### src/rtl/led_ctrl_pkg.sv
// Shared definitions for the LED colour-fade sequencer: FSM encodings,
// default field widths and the one-LSB-toward-target helper.
package led_ctrl_pkg;

  localparam int STEP_W_DEF = 16;
  localparam int HOLD_W_DEF = 16;

  typedef enum logic [1:0] {
    ST_IDLE = 2'd0,
    ST_FADE = 2'd1,
    ST_HOLD = 2'd2
  } state_t;

  // Moves only toward the target, so the result can never wrap.
  function automatic logic [7:0] step_toward(input logic [7:0] cur, input logic [7:0] tgt);
    if (cur < tgt)
      return cur + 8'd1;
    else if (cur > tgt)
      return cur - 8'd1;
    else
      return cur;
  endfunction

endpackage

### src/rtl/fade_channel.sv
// One colour channel: holds the current duty and nudges it one LSB toward
// the target whenever step_en is high.
module fade_channel
  import led_ctrl_pkg::*;
(
  input  logic       clk,
  input  logic       rst,
  input  logic       step_en,
  input  logic [7:0] target,
  output logic [7:0] value,
  output logic       at_target
);

  logic [7:0] value_q;
  logic [7:0] value_d;

  always_comb begin
    value_d = value_q;
    if (step_en)
      value_d = step_toward(value_q, target);
  end

  always_ff @(posedge clk or posedge rst) begin
    if (rst)
      value_q <= 8'd0;
    else
      value_q <= value_d;
  end

  assign value     = value_q;
  assign at_target = (value_q == target);

endmodule

### src/rtl/led_fade_ctrl.sv
// Colour-fade sequencer: accepts one command, ramps r/g/b toward the target
// once per step period, holds for the hold time, then pulses done.
module led_fade_ctrl
  import led_ctrl_pkg::*;
#(
  parameter int STEP_W = STEP_W_DEF,
  parameter int HOLD_W = HOLD_W_DEF
) (
  input  logic              clk,
  input  logic              rst,
  input  logic              cmd_valid,
  output logic              cmd_ready,
  input  logic [7:0]        cmd_r,
  input  logic [7:0]        cmd_g,
  input  logic [7:0]        cmd_b,
  input  logic [STEP_W-1:0] cmd_step,
  input  logic [HOLD_W-1:0] cmd_hold,
  input  logic              abort,
  output logic [7:0]        r,
  output logic [7:0]        g,
  output logic [7:0]        b,
  output logic              busy,
  output logic              done
);

  state_t            state_q, state_d;
  logic [7:0]        tgt_q [3];
  logic [7:0]        tgt_d [3];
  logic [STEP_W-1:0] step_rld_q, step_rld_d;
  logic [STEP_W-1:0] step_cnt_q, step_cnt_d;
  logic [HOLD_W-1:0] hold_q, hold_d;
  logic [HOLD_W-1:0] hold_cnt_q, hold_cnt_d;
  logic              done_q, done_d;

  logic [7:0]        cmd_col [3];
  logic [7:0]        val [3];
  logic [2:0]        at_tgt;
  logic              all_at;
  logic              step_en;
  logic [STEP_W-1:0] cmd_rld;

  assign cmd_col[0] = cmd_r;
  assign cmd_col[1] = cmd_g;
  assign cmd_col[2] = cmd_b;
  assign all_at     = &at_tgt;
  // A step period of 0 behaves like 1, so the reload value is max(step,1)-1.
  assign cmd_rld    = (cmd_step == '0) ? '0 : cmd_step - STEP_W'(1);

  generate
    for (genvar gi = 0; gi < 3; gi++) begin : g_chan
      fade_channel u_chan (
        .clk       (clk),
        .rst       (rst),
        .step_en   (step_en),
        .target    (tgt_q[gi]),
        .value     (val[gi]),
        .at_target (at_tgt[gi])
      );
    end
  endgenerate

  always_ff @(posedge clk or posedge rst) begin
    if (rst) begin
      state_q    <= ST_IDLE;
      for (int i = 0; i < 3; i++) tgt_q[i] <= 8'd0;
      step_rld_q <= '0;
      step_cnt_q <= '0;
      hold_q     <= '0;
      hold_cnt_q <= '0;
      done_q     <= 1'b0;
    end else begin
      state_q    <= state_d;
      for (int i = 0; i < 3; i++) tgt_q[i] <= tgt_d[i];
      step_rld_q <= step_rld_d;
      step_cnt_q <= step_cnt_d;
      hold_q     <= hold_d;
      hold_cnt_q <= hold_cnt_d;
      done_q     <= done_d;
    end
  end

  always_comb begin
    state_d = state_q;
    case (state_q)
      ST_IDLE: if (cmd_valid) state_d = ST_FADE;
      ST_FADE: begin
        if (abort)       state_d = ST_IDLE;
        else if (all_at) state_d = ST_HOLD;
      end
      ST_HOLD: begin
        if (abort || hold_cnt_q == '0) state_d = ST_IDLE;
      end
      default: state_d = ST_IDLE;
    endcase
  end

  // Datapath: target/period latching, step and hold counters, done pulse.
  always_comb begin
    for (int i = 0; i < 3; i++) tgt_d[i] = tgt_q[i];
    step_rld_d = step_rld_q;
    step_cnt_d = step_cnt_q;
    hold_d     = hold_q;
    hold_cnt_d = hold_cnt_q;
    done_d     = 1'b0;
    step_en    = 1'b0;
    case (state_q)
      ST_IDLE: begin
        if (cmd_valid) begin
          for (int i = 0; i < 3; i++) tgt_d[i] = cmd_col[i];
          hold_d     = cmd_hold;
          step_rld_d = cmd_rld;
          step_cnt_d = cmd_rld;
        end
      end
      ST_FADE: begin
        if (!abort) begin
          if (all_at) begin
            hold_cnt_d = hold_q;
          end else if (step_cnt_q == '0) begin
            step_en    = 1'b1;
            step_cnt_d = step_rld_q;
          end else begin
            step_cnt_d = step_cnt_q - STEP_W'(1);
          end
        end
      end
      ST_HOLD: begin
        if (!abort) begin
          if (hold_cnt_q == '0) done_d = 1'b1;
          else                  hold_cnt_d = hold_cnt_q - HOLD_W'(1);
        end
      end
      default: ;
    endcase
  end

  always_comb begin
    busy      = (state_q != ST_IDLE);
    cmd_ready = (state_q == ST_IDLE);
    done      = done_q;
    r         = val[0];
    g         = val[1];
    b         = val[2];
  end

endmodule

### config.mk
export PLATFORM = sky130hd
export DESIGN_NAME = led_fade_ctrl
export DESIGN_NICKNAME = d
export VERILOG_FILES = /design/src/rtl/led_ctrl_pkg.sv /design/src/rtl/fade_channel.sv /design/src/rtl/led_fade_ctrl.sv
export SDC_FILE = /design/constraint.sdc
export NUM_CORES = 1
export LEC_CHECK = 0
export ABC_AREA = 1
export CORE_MARGIN = 3
export CORE_UTILIZATION = 50
export DETAILED_ROUTE_END_ITERATION = 10
export GPL_TIMING_DRIVEN = 0
export PLACE_DENSITY_LB_ADDON = 0.3
export SLEW_MARGIN = 20
export SYNTH_ARGS = -nofsm -noshare
export SYNTH_HDL_FRONTEND = slang
export SYNTH_SLANG_ARGS = --single-unit
### constraint.sdc
create_clock -name clk -period 4.75 [get_ports clk]
set_input_delay 0.95 -clock clk [delete_from_list [all_inputs] [get_ports clk]]
set_output_delay 0.95 -clock clk [all_outputs]
set_load 0.05 [all_outputs]
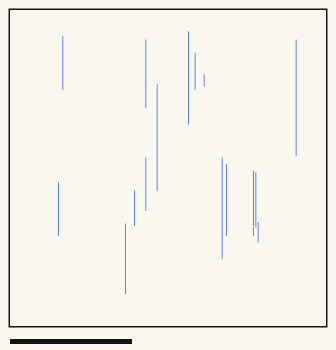
(run_1/layer_met4.png)
Bar = 50 um.
wire length on this layer	412 um
nets with wire on the layer	12
main direction	vertical
Total Routed Length: 19300 um
overall via count from detail_route: 7302

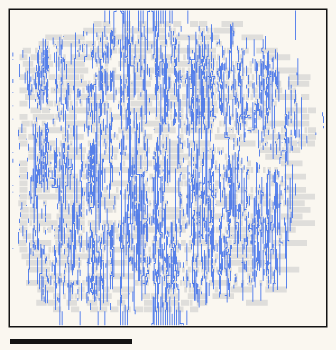
(run_1/layer_met2.png)
Bar = 50 um. Cells faint in the background.
share of all routed wire	48%
wire length on this layer	9200 um
nets with wire on the layer	1026

==> out/summary.txt, run 1 <==
library cell used as clock root buffer = sky130_fd_sc_hd__clkbuf_16
final setup fails = 0
yosys-reported design area after synthesis = 7630 um^2
number of setup buffers added after CTS = 0
flops out of synthesis = 115
hold path start = step_rld_q[9]$_DFFE_PP0P_
layout cell share with drive strength beyond 1 = 0.0652
class of the worst hold path = flip-flop to flip-flop
setup repair after global routing missed its margin = false
cell count listed in synth_stat.txt = 1093
remaining global-route overflow = 0
slack of the worst reg-to-reg path = 1.96 ns
number of iterations in the first detailed-routing pass = 6
Crit Reg-Reg Startpoint = g_chan[2].u_chan.value[7]$_DFFE_PP0P_
Boundary Pins = 87
max capacitance violation total = 0
sort of element at the end of the critical path = output pin
Area contributors post-synth = sky130_fd_sc_hd__dfrtp_1, sky130_fd_sc_hd__nand2_1, sky130_fd_sc_hd__ha_1
final-stage net count = 1308
Crit Path Class = flip-flop to output pin
yosys warns = 0
Layout Area Growth over Synthesis = 22.8%
worst-path fanout max = 3
CTS Buf Count = 17
layout filler cell count = 1327
data arrival time of the worst path = 1.99 ns
area taken by multi-input logic gates = 4160 um^2
Async S/R FF share, synth = 1.00
Sequential cell area = 2880 um^2
drt drc = 0
largest area contributor in the synthesized netlist = sky130_fd_sc_hd__dfrtp_1
post-synth top area share = 0.377
number of failing hold endpoints at the final stage = 0
flip-flops with a built-in enable = 0
H-tree depth reported by CTS = 4
area of the chip = 16800 um^2
iteration-0 DRC count of the detailed router = 487
worst skew pair latency = 0.43 ns
Critical Path RT = 3.80 ns
Placement Rows = 44
final critical delay including setup and external delays = 2.94 ns
floorplan net count = 1202
clock-pin slew of the registers on the worst-case setup and hold paths = 0.05 ns
number of instances in the synthesized netlist = 1093
pin count of the biggest net entering global routing = 67
Post-Place Worst Slack = 1.84 ns
Die Span Y = 130 um
most frequently placed logic cell in the final layout = sky130_fd_sc_hd__nand2_1
Worst Hold Margin = 0.476 ns
overall routing resource usage = 0.244
Pwr Density = 358 nW/um^2
via count of the first global-routing pass = 6899
GPL Wtd Cong = 0.922
prevailing post-synth register cell = sky130_fd_sc_hd__dfrtp_1
Unique masters post-synth = 33
number of sinks handled by clock tree synthesis = 115
placed wire-length estimate = 14400 um
area of the core = 14800 um^2
mapped cell area = 7630 um^2
share of the clock period used by the worst path = 0.619
actual transition at the worst max-transition pin = 0.638 ns
DRT antenna net count = 0
number of warnings in the stage logs = 27
most frequent cells in the layout = sky130_fd_sc_hd__nand2_1, sky130_fd_sc_hd__dfrtp_1, sky130_fd_sc_hd__inv_1, sky130_fd_sc_hd__nand3_1, sky130_fd_sc_hd__clkdlybuf4s50_1
wire length of the first global-routing pass = 32700 um
crit path launch type = flip-flop
number of antenna violations at the first check in global routing = 0
count of final max-slew check failures = 0
Rel. slew slack = 0.575
count of cells resized by post-cts repair = 0
worst-case clock skew = 0.00781 ns
number of buffers added on ports = 86
sequential area share after synthesis = 0.377
CTS tree = yes
max frequency = 340 MHz
quantity of hold-fixing buffers added after cts = 0
CTS Buffer Depth = 2
horizontal die dimension = 130 um
Avg Synthesized Cell Area = 6.98 um^2
number of cells on the worst reg-to-reg path = 13
Vias/cell = 5.23
least setup slack across all paths after layout = 1.81 ns
average detailed-routed wire length per instance = 13.9 um
number of instances on the worst hold path = 2
Pre-Place Util = 0.517
diodes inserted = 0
status = completed
worst-case vdd ir drop = 0.000301 V
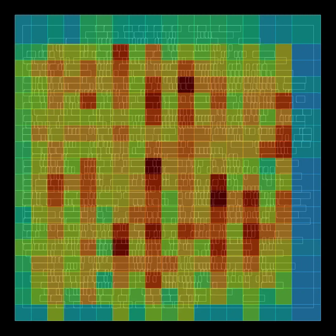
(run_1/congestion.png)
met1 track utilization from global routing: 0.322
GR met2 Demand/Resource: 0.402
final design utilization: 0.635

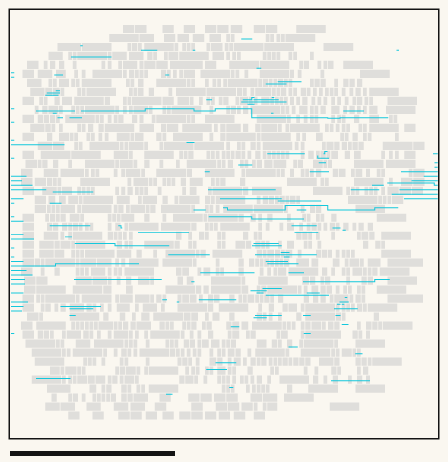
(run_1/layer_met3.png)
Bar = 50 um. Cells faint in the background.
wire length on this layer	967 um
longest straight run	26.2 um
main direction	horizontal
nets with wire on the layer	114
share of all routed wire	5.0%
met3 track demand over resource: 0.0556

-- run 1: cell usage after synthesis, types with 5 or more instances --
library cell / number
sky130_fd_sc_hd__nand4_1: 17
sky130_fd_sc_hd__a21oi_1: 23
sky130_fd_sc_hd__o21ai_1: 5
sky130_fd_sc_hd__nor2_4: 7
sky130_fd_sc_hd__o21ai_0: 63
sky130_fd_sc_hd__inv_1: 114
sky130_fd_sc_hd__nand3_1: 112
sky130_fd_sc_hd__xor2_1: 18
sky130_fd_sc_hd__inv_2: 7
sky130_fd_sc_hd__buf_2: 13
sky130_fd_sc_hd__dfrtp_1: 115
sky130_fd_sc_hd__clkbuf_1: 14
sky130_fd_sc_hd__ha_1: 46
sky130_fd_sc_hd__nand2_1: 410
sky130_fd_sc_hd__or2_2: 8
sky130_fd_sc_hd__nor2_1: 77
-- run 1: metal layers --
layer	share of wire	global-route usage	vias up
met2	0.48	0.402	216
met1	0.45	0.322	3355
met3	0.050	0.0556	39
met4	0.021	0.0782	0
met5	0	0	-
li1	-	-	3692
-- run 1: metrics by stage --
stage | std cells | setup TNS [ns] | area (um^2) | power, uW
finish | 1396 | 0 | 9370 | 3350
CTS | 1396 | 0 | 9370 | 3360
floorplan | 1093 | 0 | 7630 | 1790
detailed placement | 1364 | 0 | 8750 | 2030
global placement | 1363 | -106.04 | 8720 | 2010
global route | 1396 | 0 | 9370 | 3550
-- run 1: power breakdown --
group	switching (uW)	leakage, uW	total (uW)	internal (uW)
registers	116	0.00143	1250	1130
clock network	443	0.000296	1320	878
logic	486	0.00322	782	296
total	1050	0.00495	3350	2300
-- run 1: how the worst max path moves through the flow --
stage                                                from                               endpoint  slack, ns
floorplan                                             rst                         done$_DFF_PP0_       0.76
global placement                                      rst              step_rld_q[4]$_DFFE_PP0P_      -0.93
detailed placement                            cmd_step[0]              step_cnt_q[6]$_DFFE_PP0P_       1.84
CTS                                state_q[1]$_DFFE_PP0P_                              cmd_ready       1.83
global route        g_chan[2].u_chan.value[7]$_DFFE_PP0P_  g_chan[2].u_chan.value[7]$_DFFE_PP0P_       1.75
finish                             state_q[1]$_DFFE_PP0P_                              cmd_ready       1.81
-- run 1: worst max-delay path: stages (launching register included) --
cell	delay [ns]
sky130_fd_sc_hd__dfrtp_1	0.41
sky130_fd_sc_hd__nor2_1	0.28
sky130_fd_sc_hd__clkdlybuf4s50_1	0.87
-- run 1: layout make-up --
class	count	area share
Clock buffer	24	0.0525
Clock inverter	8	0.0132
Sequential cell	115	0.307
Multi-Input combinational cell	828	0.444
Timing Repair Buffer	87	0.0948
Buffer	27	0.0126
Inverter	123	0.0506
Tap cell	184	0.0246
-- run 1: sequential cells by signal, summed over array words and instances, names as in the netlist --
signal               cells
hold_q                  16
tgt_q                   24
done                     1
step_rld_q              16
state_q                  2
step_cnt_q              16
g_chan.u_chan.value     24
hold_cnt_q              16
-- run 1: cell families after synthesis --
kind of cell | share of synthesized area
and+or+nand+nor | 0.364
xor gates and xnor gates | 0.0253
DFF | 0.377
AOI/OAI and AO/OA | 0.0728
buffers and inverters | 0.0769
adders and majority gates | 0.0833
==> inputs of run 2 (changes only) <==
Clock period 4.75 ns to 2.74 ns, I/O delays scaled along.
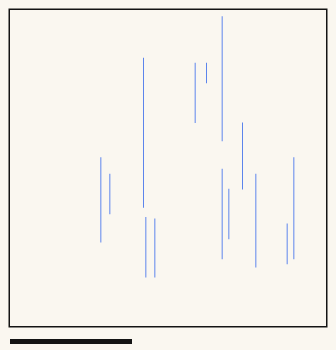
(run_2/layer_met4.png)
Bar = 50 um.
longest straight run	61.2 um
main direction	vertical
wire length on this layer	424 um
Total Routed Length: 19600 um
overall via count from detail_route: 7315

==> run 2 against run 1 <==
Sequential power increased by 73%. Clock skew is 0.0010 ns lower. Synthesized cell count did not move. Critical path depth rose by 11. Non-clock buffer count rose by 6. Synthesized area did not move. Final cell count up 0.43%. Critical endpoint is now g_chan[2].u_chan.value[7]$_DFFE_PP0P_.
==> out/summary.txt, run 2 <==
status = completed
placed wire-length estimate = 14600 um (+1.4%)
worst-case vdd ir drop = 0.000514 V (+70%)
final-stage net count = 1314 (+0.46%)
class of the worst hold path = flip-flop to flip-flop
actual transition at the worst max-transition pin = 0.615 ns (-0.0228 ns)
Rel. slew slack = 0.589 (+0.0143)
max frequency = 383 MHz
Die Span Y = 130 um (unchanged)
CP top delay family = adder cells
critical-path cell with the highest stage delay = sky130_fd_sc_hd__dfrtp_1
average detailed-routed wire length per instance = 14.0 um (+0.70%)
sort of element at the end of the critical path = flip-flop
worst-path fanout max = 8 (+5)
clock-pin slew of the registers on the worst-case setup and hold paths = 0.05 ns (about the same)
via count of the first global-routing pass = 6991 (+1.3%)
CTS tree = yes
area of the chip = 16800 um^2 (unchanged)
Final Power = 5900 uW (+76%)
number of instances in the synthesized netlist = 1093 (unchanged)
Vias/cell = 5.22 (-0.25%)
overall routing resource usage = 0.243 (-0.00133)
most frequently placed logic cell in the final layout = sky130_fd_sc_hd__nand2_1
area of the core = 14800 um^2 (unchanged)
yosys-reported design area after synthesis = 7630 um^2 (unchanged)
floorplan net count = 1202 (unchanged)
remaining global-route overflow = 0 (unchanged)
number of buffers added on ports = 86 (unchanged)
wire length of the first global-routing pass = 32800 um (+0.38%)
GPL Wtd Cong = 0.951 (+3.2%)
data arrival time of the worst path = 2.92 ns (+0.93 ns)
count of final max-slew check failures = 0 (unchanged)
worst-case clock skew = 0.00681 ns (-0.000999 ns)
number of sinks handled by clock tree synthesis = 115 (unchanged)
Boundary Pins = 87 (unchanged)
Post-Place Worst Slack = 0.0413 ns (-1.79 ns)
number of antenna violations at the first check in global routing = 0 (unchanged)
most used cell along the critical path = sky130_fd_sc_hd__nand2_1
flops out of synthesis = 115 (unchanged)
pin count of the biggest net entering global routing = 34 (-49%)
diodes inserted = 0 (unchanged)
quantity of hold-fixing buffers added after cts = 0 (unchanged)
DRT antenna net count = 0 (unchanged)
Async S/R FF share, synth = 1.00 (unchanged)
layout cell share with drive strength beyond 1 = 0.0796 (+0.0145)
most frequent cell after synthesis = sky130_fd_sc_hd__nand2_1
prevailing post-synth register cell = sky130_fd_sc_hd__dfrtp_1
post-synth top area share = 0.377 (unchanged)
CTS Buf Count = 17 (unchanged)
library cell used as clock root buffer = sky130_fd_sc_hd__clkbuf_16
crit path launch type = flip-flop
H-tree depth reported by CTS = 4 (unchanged)
CP max stage delay = 0.45 ns (-0.42 ns)
[run 2: cell counts after synthesis]
Identical to the previous run, type by type.
[run 2: power breakdown]
| group | leakage [uW] | internal (uW) | total [uW] | switching, uW |
|---|---|---|---|---|
| Clock | 0.000307 | 1590 | 2370 | 777 |
| Combinational | 0.00325 | 525 | 1370 | 846 |
| Sequential | 0.00143 | 1960 | 2160 | 201 |
[run 2: path summary, 6_finish.rpt]
path,end,from,slack (ns),depth (start not counted)
setup / recovery,g_chan[2].u_chan.value[7]$_DFFE_PP0P_,g_chan[2].u_chan.value[7]$_DFFE_PP0P_,0.13,13
hold / removal,step_rld_q[9]$_DFFE_PP0P_,step_rld_q[9]$_DFFE_PP0P_,0.48,2
setup reg to reg,g_chan[2].u_chan.value[7]$_DFFE_PP0P_,g_chan[2].u_chan.value[7]$_DFFE_PP0P_,0.13,13
hold reg to reg,step_rld_q[9]$_DFFE_PP0P_,step_rld_q[9]$_DFFE_PP0P_,0.48,2
max in group asynchronous,step_rld_q[4]$_DFFE_PP0P_,rst,1.40,4
min in group asynchronous,tgt_q[19]$_DFFE_PP0P_,rst,0.55,2
[run 2: cell families (layout without fill, tap and decap cells)]
family,Yosys count,in the layout,share of synthesized area
simple gates,652,652,0.364
buf+inv,150,275,0.0769
flops,115,115,0.377
compound gates,105,105,0.0728
fa+ha+maj,49,49,0.0833
xor+xnor,22,22,0.0253
[run 2: what timing repair did]
item	in CTS	in global routing
setup buffers	0	4
gates resized	0	12
setup endpoints to repair	0	7
[run 2: per-stage QoR]
step	setup TNS, ns	instances	area [um^2]	hold slack [ns]	util
after floorplan	0	1093	7630	0.441	-
after global placement	-38.33	1363	8720	0.461	0.591
after detailed placement	0	1366	8780	0.466	0.595
after CTS	0	1398	9410	0.482	0.638
after global routing	-0.0648	1402	9500	0.496	0.644
final	0	1402	9500	0.479	0.644
[run 2: layout make-up]
| type | instances | area (um^2) | area share |
|---|---|---|---|
| Inverter | 123 | 473 | 0.0498 |
| Sequential cell | 115 | 2880 | 0.303 |
| Multi-Input combinational cell | 828 | 4220 | 0.444 |
| Timing Repair Buffer | 93 | 951 | 0.100 |
| Buffer | 27 | 118 | 0.0124 |
| Clock inverter | 9 | 151 | 0.0159 |
| Clock buffer | 23 | 478 | 0.0503 |
| Tap cell | 184 | 230 | 0.0242 |
[run 2: per-layer routing]
| metal | GRT usage | share of wire | up-vias |
|---|---|---|---|
| li1 | - | - | 3709 |
| met1 | 0.326 | 0.46 | 3391 |
| met2 | 0.402 | 0.48 | 182 |
| met3 | 0.0404 | 0.044 | 33 |
| met4 | 0.0825 | 0.022 | 0 |
| met5 | 0 | 0 | - |
==> inputs of run 3 (changes only) <==
Settings changed: CORE_UTILIZATION 50 to 60, DONT_BUFFER_PORTS from default to 1.
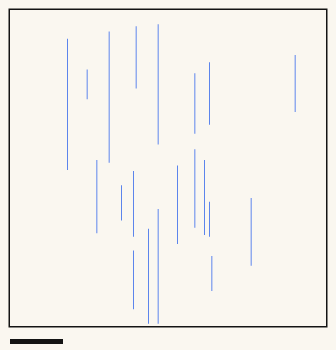
(run_3/layer_met4.png)
Bar = 20 um.
wire length on this layer	545 um
longest straight run	49.0 um

==> run 3 against run 2 <==
Clock skew rose by 0.0059 ns. Critical endpoint is now g_chan[0].u_chan.value[5]$_DFFE_PP0P_. Total power is 1.7% lower. Final cell count decreased by 7.3%. Die area decreased by 16%. Clock power barely moved. Wire length decreased by 1.6%. Fmax rose by 0.74%. Global-route usage grew 3.6 points. Synthesized cell count unchanged. Sequential share of layout area grew 3.3 points.
==> out/summary.txt, run 3 <==
status = completed
worst-case clock skew = 0.0127 ns (+0.00587 ns)
DRT antenna net count = 0 (unchanged)
slack of the worst reg-to-reg path = 0.15 ns (+0.02 ns)
XOR Share, Synth = 0.0253 (unchanged)
count of final max-slew check failures = 0 (unchanged)
Complex Gates by Area = 0.0728 (unchanged)
prevailing post-synth register cell = sky130_fd_sc_hd__dfrtp_1
layout cell share with drive strength beyond 1 = 0.116 (+0.0362)
floorplan net count = 1202 (unchanged)
post-synth top area share = 0.377 (unchanged)
Post-Place Worst Slack = -0.221 ns (-0.262 ns)
remaining global-route overflow = 0 (unchanged)
actual transition at the worst max-transition pin = 0.659 ns (+0.0436 ns)
critical-path cell with the highest stage delay = sky130_fd_sc_hd__dfrtp_2
ordered cell list for the critical path = ha_1 > a21o_1 > nor2_2 > nand2_4 > ha_2 > nand3_1 > nand2_2 > nand3_1 > nand2_1 > xor2_1 > nand2_1 > nand2_1
sort of element at the end of the critical path = flip-flop
final-stage net count = 1227 (-6.6%)
number of antenna violations at the first check in global routing = 0 (unchanged)
arithmetic-cell share of the synthesized area counting full adders, half adders and majority gates = 0.0833 (unchanged)
average detailed-routed wire length per instance = 14.8 um (+6.2%)
max frequency = 386 MHz (+0.74%)
Reg power frac = 0.375 (+0.009)
data arrival time of the worst path = 2.96 ns (+0.04 ns)
H-tree depth reported by CTS = 4 (unchanged)
CTS Buf Count = 17 (unchanged)
CTS tree = yes
placed wire-length estimate = 14000 um (-4.4%)
most frequently placed logic cell in the final layout = sky130_fd_sc_hd__nand2_1
Psw = 1850 uW (+1.4%)
number of instances in the synthesized netlist = 1093 (unchanged)
Logic family by area = simple AND/OR/NAND/NOR gates
area of the core = 12200 um^2 (-17%)
worst-path fanout max = 5 (-3)
most used cell along the critical path = sky130_fd_sc_hd__nand2_1
switching power share of the total = 0.319 (+0.00971)
wire length of the first global-routing pass = 31600 um (-3.6%)
via count of the first global-routing pass = 6667 (-4.6%)
summed area of non-filler cells in the final layout = 8680 um^2 (-8.6%)
number of cells on the worst reg-to-reg path = 12 (-1)
clock-pin slew of the registers on the worst-case setup and hold paths = 0.05 ns (about the same)
area of the chip = 14100 um^2 (-16%)
Total Routed Length = 19200 um (-1.6%)
fraction of power consumed by combinational cells = 0.218 (-0.014)
Worst Hold Margin = 0.0435 ns (-0.436 ns)
Async S/R FF share, synth = 1.00 (unchanged)
Crit Reg-Reg Startpoint = g_chan[0].u_chan.value[7]$_DFFE_PP0P_
AND/OR/NAND/NOR Cells, Area Fraction = 0.364 (unchanged)
internal power of the cells = 3950 uW (-3.1%)
CP max stage delay = 0.53 ns (+0.08 ns)
Boundary Pins = 87 (unchanged)
Die Span Y = 119 um (-8.3%)
share of total power in the clock network = 0.407 (+0.006)
flops out of synthesis = 115 (unchanged)
pin count of the biggest net entering global routing = 36 (+5.9%)
number of sinks handled by clock tree synthesis = 115 (unchanged)
Vias/cell = 5.41 (+3.8%)
standard cell area after detailed placement = 7900 um^2 (-10%)
CP top delay family = simple AND/OR/NAND/NOR gates
overall via count from detail_route = 7033 (-3.9%)
worst-case vdd ir drop = 0.000470 V (-8.5%)
terminus of the critical flop-to-flop path = g_chan[0].u_chan.value[5]$_DFFE_PP0P_
crit path launch type = flip-flop
diodes inserted = 0 (unchanged)
yosys-reported design area after synthesis = 7630 um^2 (unchanged)
Final Power = 5790 uW (-1.7%)
run 3: cell types whose count changed in the layout (fill, tap and decap cells not counted), moves of 3 or more:
cell and change:
sky130_fd_sc_hd__clkdlybuf4s50_1 -86, sky130_fd_sc_hd__dfrtp_1 -24, sky130_fd_sc_hd__dfrtp_2 +21, sky130_fd_sc_hd__dfrtp_4 +3, sky130_fd_sc_hd__nand2_1 -4, sky130_fd_sc_hd__nand2_4 +3
sky130_fd_sc_hd__nor2_1 -3
run 3: cell type report:
type	instances	area, um^2	share of cell area
well taps	168	210	0.0242
multi-input cells	829	4270	0.491
inverters	123	473	0.0545
plain buffers	27	118	0.0136
flip-flops and latches	115	2920	0.336
clock inverters	8	121	0.0140
repair buffers	5	75.1	0.00865
clock buffers	24	502	0.0578
run 3: power groups by stage:
| stage | registers [uW] | logic [uW] | clock network (uW) |
|---|---|---|---|
| 6_report | 2170 | 1260 | 2360 |
| 5_1_grt | 2200 | 1460 | 2440 |
| 4_1_cts | 2170 | 1240 | 2360 |
| 3_5_place_dp | 2190 | 1220 | 0 |
| 3_3_place_gp | 2180 | 1180 | 0 |
| 2_1_floorplan | 2130 | 964 | 0 |
run 3: logic make-up (layout without fill, tap and decap cells):
family	after synthesis	in the layout
xor gates and xnor gates	22	22
adders and majority gates	49	49
and+or+nand+nor	652	653
AOI/OAI and AO/OA	105	105
DFF	115	115
buffers and inverters	150	187
run 3: what timing repair did:
item | in CTS | in global routing
setup endpoints to repair | 14 | 13
resized | 25 | 30
gates cloned | 0 | 1
pin swaps | 0 | 4
hold buffers | 0 | 0
setup buffers | 0 | 2
run 3: metal layers:
layer,wire (um),track usage,up-vias
met2,9220,0.450,178
met5,0,0,-
met1,8290,0.351,3262
li1,-,-,3547
met3,1200,0.0794,46
met4,545,0.117,0
run 3: worst max-delay path by stage:
stage / start / end / depth (start not counted)
after floorplan: g_chan[2].u_chan.value[7]$_DFFE_PP0P_ / g_chan[2].u_chan.value[7]$_DFFE_PP0P_ / 13
after global placement: g_chan[2].u_chan.value[7]$_DFFE_PP0P_ / g_chan[2].u_chan.value[7]$_DFFE_PP0P_ / 13
after detailed placement: g_chan[2].u_chan.value[7]$_DFFE_PP0P_ / g_chan[2].u_chan.value[7]$_DFFE_PP0P_ / 13
after CTS: state_q[1]$_DFFE_PP0P_ / busy / 2
after global routing: g_chan[0].u_chan.value[1]$_DFFE_PP0P_ / g_chan[0].u_chan.value[5]$_DFFE_PP0P_ / 15
final: g_chan[0].u_chan.value[7]$_DFFE_PP0P_ / g_chan[0].u_chan.value[5]$_DFFE_PP0P_ / 12
run 3: stage by stage:
stage / setup TNS (ns) / instances
finish: 0 / 1299
floorplan: 0 / 1093
global placement: -0.936 / 1261
CTS: 0 / 1296
detailed placement: -1.08 / 1264
global route: -0.0132 / 1299
Power and IR drop assume default switching activity.
